[src/rtl/gray_pkg.sv]
// Shared width constant and helpers for the Gray counter: binary-to-Gray
// encoding and an exactly-one-bit-set test used by the step checker.
package gray_pkg;

  localparam int GRAY_W = 4;

  function automatic logic [31:0] bin2gray(input logic [31:0] bin);
    return bin ^ (bin >> 1);
  endfunction

  function automatic logic onehot_chk(input logic [31:0] x);
    return (x != 32'd0) && ((x & (x - 32'd1)) == 32'd0);
  endfunction

endpackage

[src/rtl/gray_prescaler.sv]
// Divides enabled cycles by DIV: tick is high on the enabled cycle that
// completes a DIV-long run. The count holds while en is low; clr restarts it.
module gray_prescaler #(
  parameter int DIV = 1,
  parameter int PW  = 1
) (
  input  logic clk,
  input  logic rst,
  input  logic en,
  input  logic clr,
  output logic tick
);

  logic [PW-1:0] pcnt;

  assign tick = en && (pcnt == PW'(DIV - 1));

  always_ff @(posedge clk) begin
    if (rst || clr) begin
      pcnt <= '0;
    end else if (en) begin
      if (tick) pcnt <= '0;
      else      pcnt <= pcnt + PW'(1);
    end
  end

endmodule

[src/rtl/gray_seq_counter.sv]
// Prescaled up/down binary counter with registered Gray output, wrap and
// step pulses, and a sticky flag for any step that changes more than one Gray bit.
module gray_seq_counter
  import gray_pkg::*;
#(
  parameter int WIDTH = GRAY_W,
  parameter int DIV   = 1
) (
  input  logic             clk,
  input  logic             rst,
  input  logic             en,
  input  logic             up,
  input  logic             load,
  input  logic [WIDTH-1:0] load_val,
  output logic [WIDTH-1:0] bin_out,
  output logic [WIDTH-1:0] gray_out,
  output logic             step,
  output logic             wrap,
  output logic             err
);

  localparam int PW = (DIV > 1) ? $clog2(DIV) : 1;

  logic             tick;
  logic [WIDTH-1:0] bin_nxt;
  logic [WIDTH-1:0] gray_nxt;
  logic [WIDTH-1:0] load_gray;
  logic             wrap_nxt;

  gray_prescaler #(
    .DIV (DIV),
    .PW  (PW)
  ) u_prescaler (
    .clk  (clk),
    .rst  (rst),
    .en   (en),
    .clr  (load),
    .tick (tick)
  );

  always_comb begin
    bin_nxt   = up ? (bin_out + WIDTH'(1)) : (bin_out - WIDTH'(1));
    gray_nxt  = WIDTH'(bin2gray(32'(bin_nxt)));
    load_gray = WIDTH'(bin2gray(32'(load_val)));
    wrap_nxt  = up ? (bin_out == {WIDTH{1'b1}}) : (bin_out == {WIDTH{1'b0}});
  end

  // Only counting steps are checked; load and reset may jump arbitrarily.
  always_ff @(posedge clk) begin
    if (rst) begin
      bin_out  <= '0;
      gray_out <= '0;
      step     <= 1'b0;
      wrap     <= 1'b0;
      err      <= 1'b0;
    end else if (load) begin
      bin_out  <= load_val;
      gray_out <= load_gray;
      step     <= 1'b0;
      wrap     <= 1'b0;
    end else if (tick) begin
      bin_out  <= bin_nxt;
      gray_out <= gray_nxt;
      step     <= 1'b1;
      wrap     <= wrap_nxt;
      if (!onehot_chk(32'(gray_out ^ gray_nxt))) err <= 1'b1;
    end else begin
      step <= 1'b0;
      wrap <= 1'b0;
    end
  end

endmodule

[config.mk]
export PLATFORM = sky130hd
export DESIGN_NAME = gray_seq_counter
export DESIGN_NICKNAME = d
export VERILOG_FILES = /design/src/rtl/gray_pkg.sv /design/src/rtl/gray_prescaler.sv /design/src/rtl/gray_seq_counter.sv
export SDC_FILE = /design/constraint.sdc
export NUM_CORES = 1
export LEC_CHECK = 0
export CAP_MARGIN = 40
export CORE_MARGIN = 5
export CORE_UTILIZATION = 35
export CTS_BUF_LIST = sky130_fd_sc_hd__clkbuf_2 sky130_fd_sc_hd__clkbuf_4 sky130_fd_sc_hd__clkbuf_8
export DETAILED_ROUTE_END_ITERATION = 12
export PLACE_DENSITY_LB_ADDON = 0.1
export SETUP_SLACK_MARGIN = 0.5
export SLEW_MARGIN = 5
export SYNTH_ARGS = -nofsm -noshare
export SYNTH_HDL_FRONTEND = slang
export SYNTH_SLANG_ARGS = --single-unit
[constraint.sdc]
create_clock -name clk -period 2.75 [get_ports clk]
set_input_delay 0.4125 -clock clk [delete_from_list [all_inputs] [get_ports clk]]
set_output_delay 0.4125 -clock clk [all_outputs]
set_load 0.02 [all_outputs]
==> run_1/gate_families.png <==
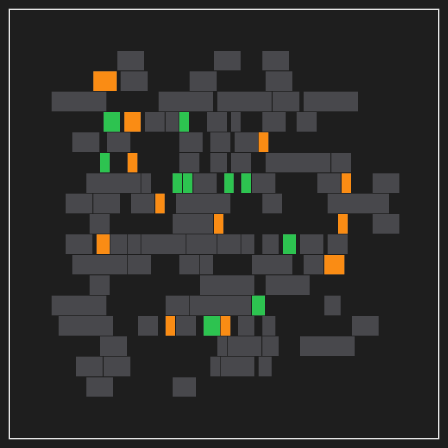
| colour | family | cells |
|---|---|---|
| green | NAND gates | 10 |
| orange | NOR gates | 12 |

==> run_1/cell_classes.png <==
Bar = 20 µm.
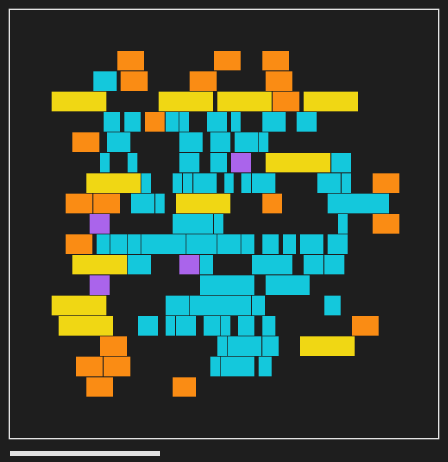
| colour | class | cells | share of their area |
|---|---|---|---|
| yellow | flip-flops | 11 | 23% |
| orange | other buffers and delay cells | 21 | 21% |
| purple | clock drivers and dummy loads | 4 | 3.1% |
| cyan | all other logic | 69 | 53% |

==> run_1/final_congestion.png <==
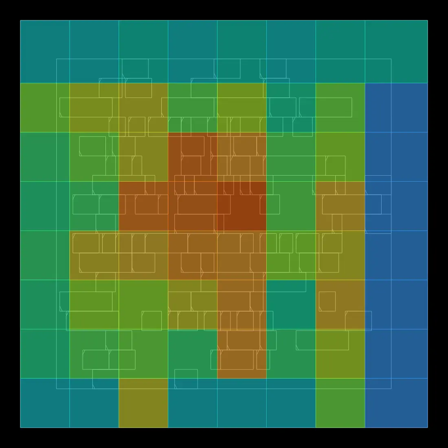
met1 capacity usage during global routing: 15.5%
Routed wire per std cell: 13.2 µm
overall track demand over capacity in global routing: 12.3%

==> changes_impl.md, run 1 <==
### Metrics

* Detailed route wirelength on metal3 at 45 µm
* Number of hold buffers added after CTS at 0
* Endpoint of the lowest-slack register-to-register path: err$_SDFFE_PP0P_
* Prevailing post-synth register cell: sky130_fd_sc_hd__dfxtp_1
* Post-layout period usage of the worst path at 75.6%
* Highest fanout seen on the critical path at 6
* Synthesized area per cell at 9.02 µm²
* Top sig layer: met4
* Largest area contributor in the netlist: sky130_fd_sc_hd__dfxtp_1
* PnR worst setup slack at 0.672 ns
* Count of different cell masters after synthesis at 35
* Clk pin slew, worst setup/hold paths at 0.08 ns
* Critical Path RT at 2.91 ns
* Layout cells sized above 1 at 10.5%
* Total number of warnings across the stage logs at 26
* Final hold vios at 0
* End-of-flow core utilization at 46.8%
* Die area at 0.00326 mm²
* Most frequent logic cell in the layout: sky130_fd_sc_hd__clkdlybuf4s50_1
* Placement row count at 17
* Overall via count from detail_route at 672
* Outcome: finished clean
* Final sum of negative setup slack at 0 ns
* Number of buffers inserted during clock tree synthesis at 3
* Antenna violations before repair at 0
* Post-layout minimum cycle time at 2.08 ns
* Pre-CTS setup slack at between 0.1 and 0.15 ns
* Top cell types by occurrence after synthesis: 11 x sky130_fd_sc_hd__dfxtp_1, 8 x sky130_fd_sc_hd__nor2_1, 8 x sky130_fd_sc_hd__xnor2_1
* Count of unresolved DRC violations after routing at 0
* Count of yosys warnings during synthesis at 0
* Count of H-tree levels built during CTS at 1
* Top-area cell share at between 20% and 30%
* Die height at 57.1 µm
* Count of flip-flops with a built-in enable after synthesis at 0
* Critical path depth in cells at 7
* Reg2Reg Launch Point: bin_out[1]$_SDFFE_PP0P_
* Antenna Diode Count at 0
* Number of routed nets with antenna violations at 0
## run 1: routing by layer
metal / track usage, % / up-vias
met5: 0 / -
met4: 5.96 / 0
met3: 4.07 / 4
met2: 18.9 / 10
met1: 15.5 / 313
li1: - / 345
## run 1: repair_timing
action | CTS | global route
resized | 1 | 1
setup endpoints to repair | 2 | 1
buffers inserted | 0 | 0
## run 1: power breakdown
| part | leakage (nW) | internal, W | switching [W] |
|---|---|---|---|
| Clock | 0.0184 | 0.0000661 | 0.0000564 |
| Sequential | 0.0914 | 0.000173 | 0.0000181 |
| Combinational | 0.284 | 0.000117 | 0.000106 |
| Total | 0.394 | 0.000356 | 0.000181 |
## run 1: final cells by class
| type | instances | area [µm²] | share of cell area [%] |
|---|---|---|---|
| tap | 28 | 35.0 | 3.45 |
| sequential | 11 | 224 | 22.1 |
| timing repair buffer | 21 | 204 | 20.1 |
| clock buffer | 4 | 30.0 | 2.96 |
| inverter | 4 | 15.0 | 1.48 |
| multi-input combinational | 65 | 507 | 49.9 |
## run 1: per-stage QoR
| stage | instances | area (µm²) | hold slack [ns] |
|---|---|---|---|
| floorplan | 86 | 777 | 0.468 |
| global route | 133 | 1010 | 0.517 |
| global placement | 129 | 983 | 0.480 |
| detailed placement | 129 | 983 | 0.489 |
| CTS | 133 | 1010 | 0.500 |
| finish | 133 | 1010 | 0.493 |
## run 1: kinds of logic (layout without fill, tap and decap cells)
kind of cell,after synthesis,in the layout,synth area share [%]
xor+xnor,13,13,20.2
buf+inv,10,29,6.29
flops,11,11,28.4
compound gates,20,20,20.3
fa+ha+maj,3,3,5.81
simple gates,29,29,19.0
## run 1: registers in the layout (all words and copies together) (netlist names)
register	flops
bin_out	4
err	1
gray_out	3
step	1
u_prescaler.pcnt	1
wrap	1
==> run_1/registers.png <==
Bar = 20 µm. Other sequential cells in the stronger grey, the rest of the logic in the fainter grey.
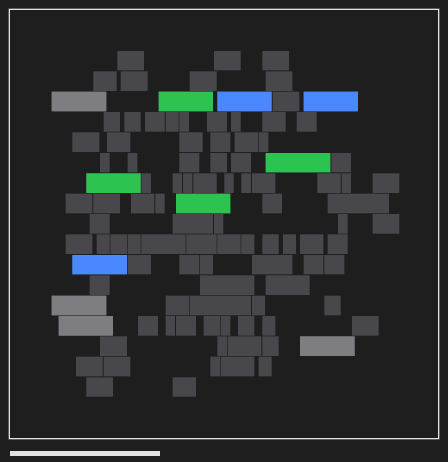

==> run 2, diff against run 1 <==
clock period = 1.8 ns   (was 2.75 ns; I/O delays follow)
==> run_2/registers.png <==
Bar = 20 µm. Other sequential cells in the stronger grey, the rest of the logic in the fainter grey.
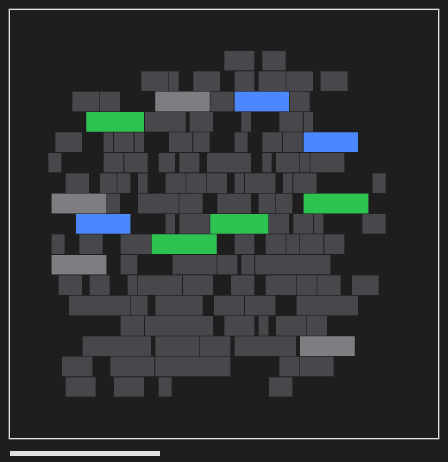
| colour | netlist name | placed flops |
|---|---|---|
| blue | `gray_out` | 3 |
| green | `bin_out` | 4 |
not coloured: 4
fraction of area in registers: 17.7%
area taken by flip-flops and latches: 230 µm²
end-of-flow core utilization: 59.9%
Sequential Power: 0.000290 W

==> changes_impl.md, run 2 <==
### Metrics

* Count of H-tree levels built during CTS at 1
* Die area at around 0.0033 mm²
* Final non-filler cell total at about 150
* Final hold vios at 0
* Routed wire per std cell at 14.6 µm
* Outcome: finished, violations left
* Top-area cell share at between 20% and 30%
* Post-layout minimum cycle time at 1.95 ns
* Total number of warnings across the stage logs at 29
* Clk pin slew, worst setup/hold paths at 0.08 ns
* Max FFs per register at 4
* Top Registers: bin_out x4, gray_out x3
* Largest area contributor in the netlist: sky130_fd_sc_hd__dfxtp_1
* Antenna violations before repair at 0
* Reg2Reg Launch Point: bin_out[0]$_SDFFE_PP0P_
* Number of routed nets with antenna violations at 0
* Prevailing post-synth register cell: sky130_fd_sc_hd__dfxtp_1
* First-pass detailed-route iteration total at 4
* Number of buffers inserted during clock tree synthesis at 3
* Layout cells sized above 1 at between 40 and 50%
* Most frequent logic cell in the layout: sky130_fd_sc_hd__buf_4
* Overall via count from detail_route at 748
* Count of unresolved DRC violations after routing at 0
* Count of flip-flops with a built-in enable after synthesis at 0
* Count of different cell masters after synthesis at 35
* Count of yosys warnings during synthesis at 0
* Setup violations, final at 1
* Synthesized area per cell at 9.02 µm²
* PnR worst setup slack at -0.148 ns
* Top cell types by occurrence after synthesis: 11 x sky130_fd_sc_hd__dfxtp_1, 8 x sky130_fd_sc_hd__nor2_1, 8 x sky130_fd_sc_hd__xnor2_1
* Overall track demand over capacity in global routing at 13.1%
* Register with the most flip-flops: bin_out
* Placement row count at 17
* Endpoint of the lowest-slack register-to-register path: err$_SDFFE_PP0P_
* Violations in the final reports: negative setup slack
* Highest fanout seen on the critical path at 2
* Antenna Diode Count at 0
* Critical path depth in cells at 6
run 2: cell counts after synthesis:
Identical to the previous run, type by type.
run 2: layer usage:
metal | part of all wire (%) | global-route usage (%) | wire length (µm)
met1 | 43 | 16.2 | 934
met2 | 51 | 22.0 | 1110
met3 | 4.5 | 4.30 | 96
met4 | 0.65 | 3.31 | 14
met5 | 0 | 0 | 0
run 2: per-stage QoR:
step	power (W)	worst slack [ns]	TNS (ns)	instance area, µm²	hold WS [ns]
floorplan	0.000566	-0.316	-0.316	822	0.347
global placement	0.000703	-0.498	-2.28	1110	0.478
detailed placement	0.000706	-0.538	-2.42	1110	0.485
CTS	0.000933	-0.143	-0.143	1220	0.495
global route	0.00104	-0.214	-0.240	1300	0.493
finish	0.000990	-0.148	-0.148	1300	0.473
run 2: kinds of logic (layout without fill, tap and decap cells):
family | after synthesis | in the layout | share of synthesized area (%)
AND-OR/OR-AND | 20 | 20 | 20.3
XOR/XNOR | 13 | 13 | 20.2
adder cells (fa/ha/maj) | 3 | 3 | 5.81
buffers and inverters | 10 | 44 | 6.29
flip-flops | 11 | 11 | 28.4
AND/OR/NAND/NOR | 29 | 29 | 19.0
run 2: report_power, final:
part,total [W],internal [W],switching (W)
Sequential,0.000290,0.000265,0.0000253
Combinational,0.000510,0.000278,0.000232
Clock,0.000190,0.000101,0.0000887
run 2: cell type report:
class / instances / area (µm²) / area share [%]
sequential: 11 / 230 / 17.7
inverter: 4 / 22.5 / 1.73
clock buffer: 4 / 30.0 / 2.31
timing repair buffer: 36 / 319 / 24.6
multi-input combinational: 65 / 662 / 51.0
tap: 28 / 35.0 / 2.70
run 2: timing repair:
action,CTS,global route
resized,42,24
hold endpoints to repair,0,0
endpoints found under the setup margin,18,15
buffers inserted,1,2
pin swaps,8,10
Power figures rest on the tool's default switching activity, not on a simulated workload.
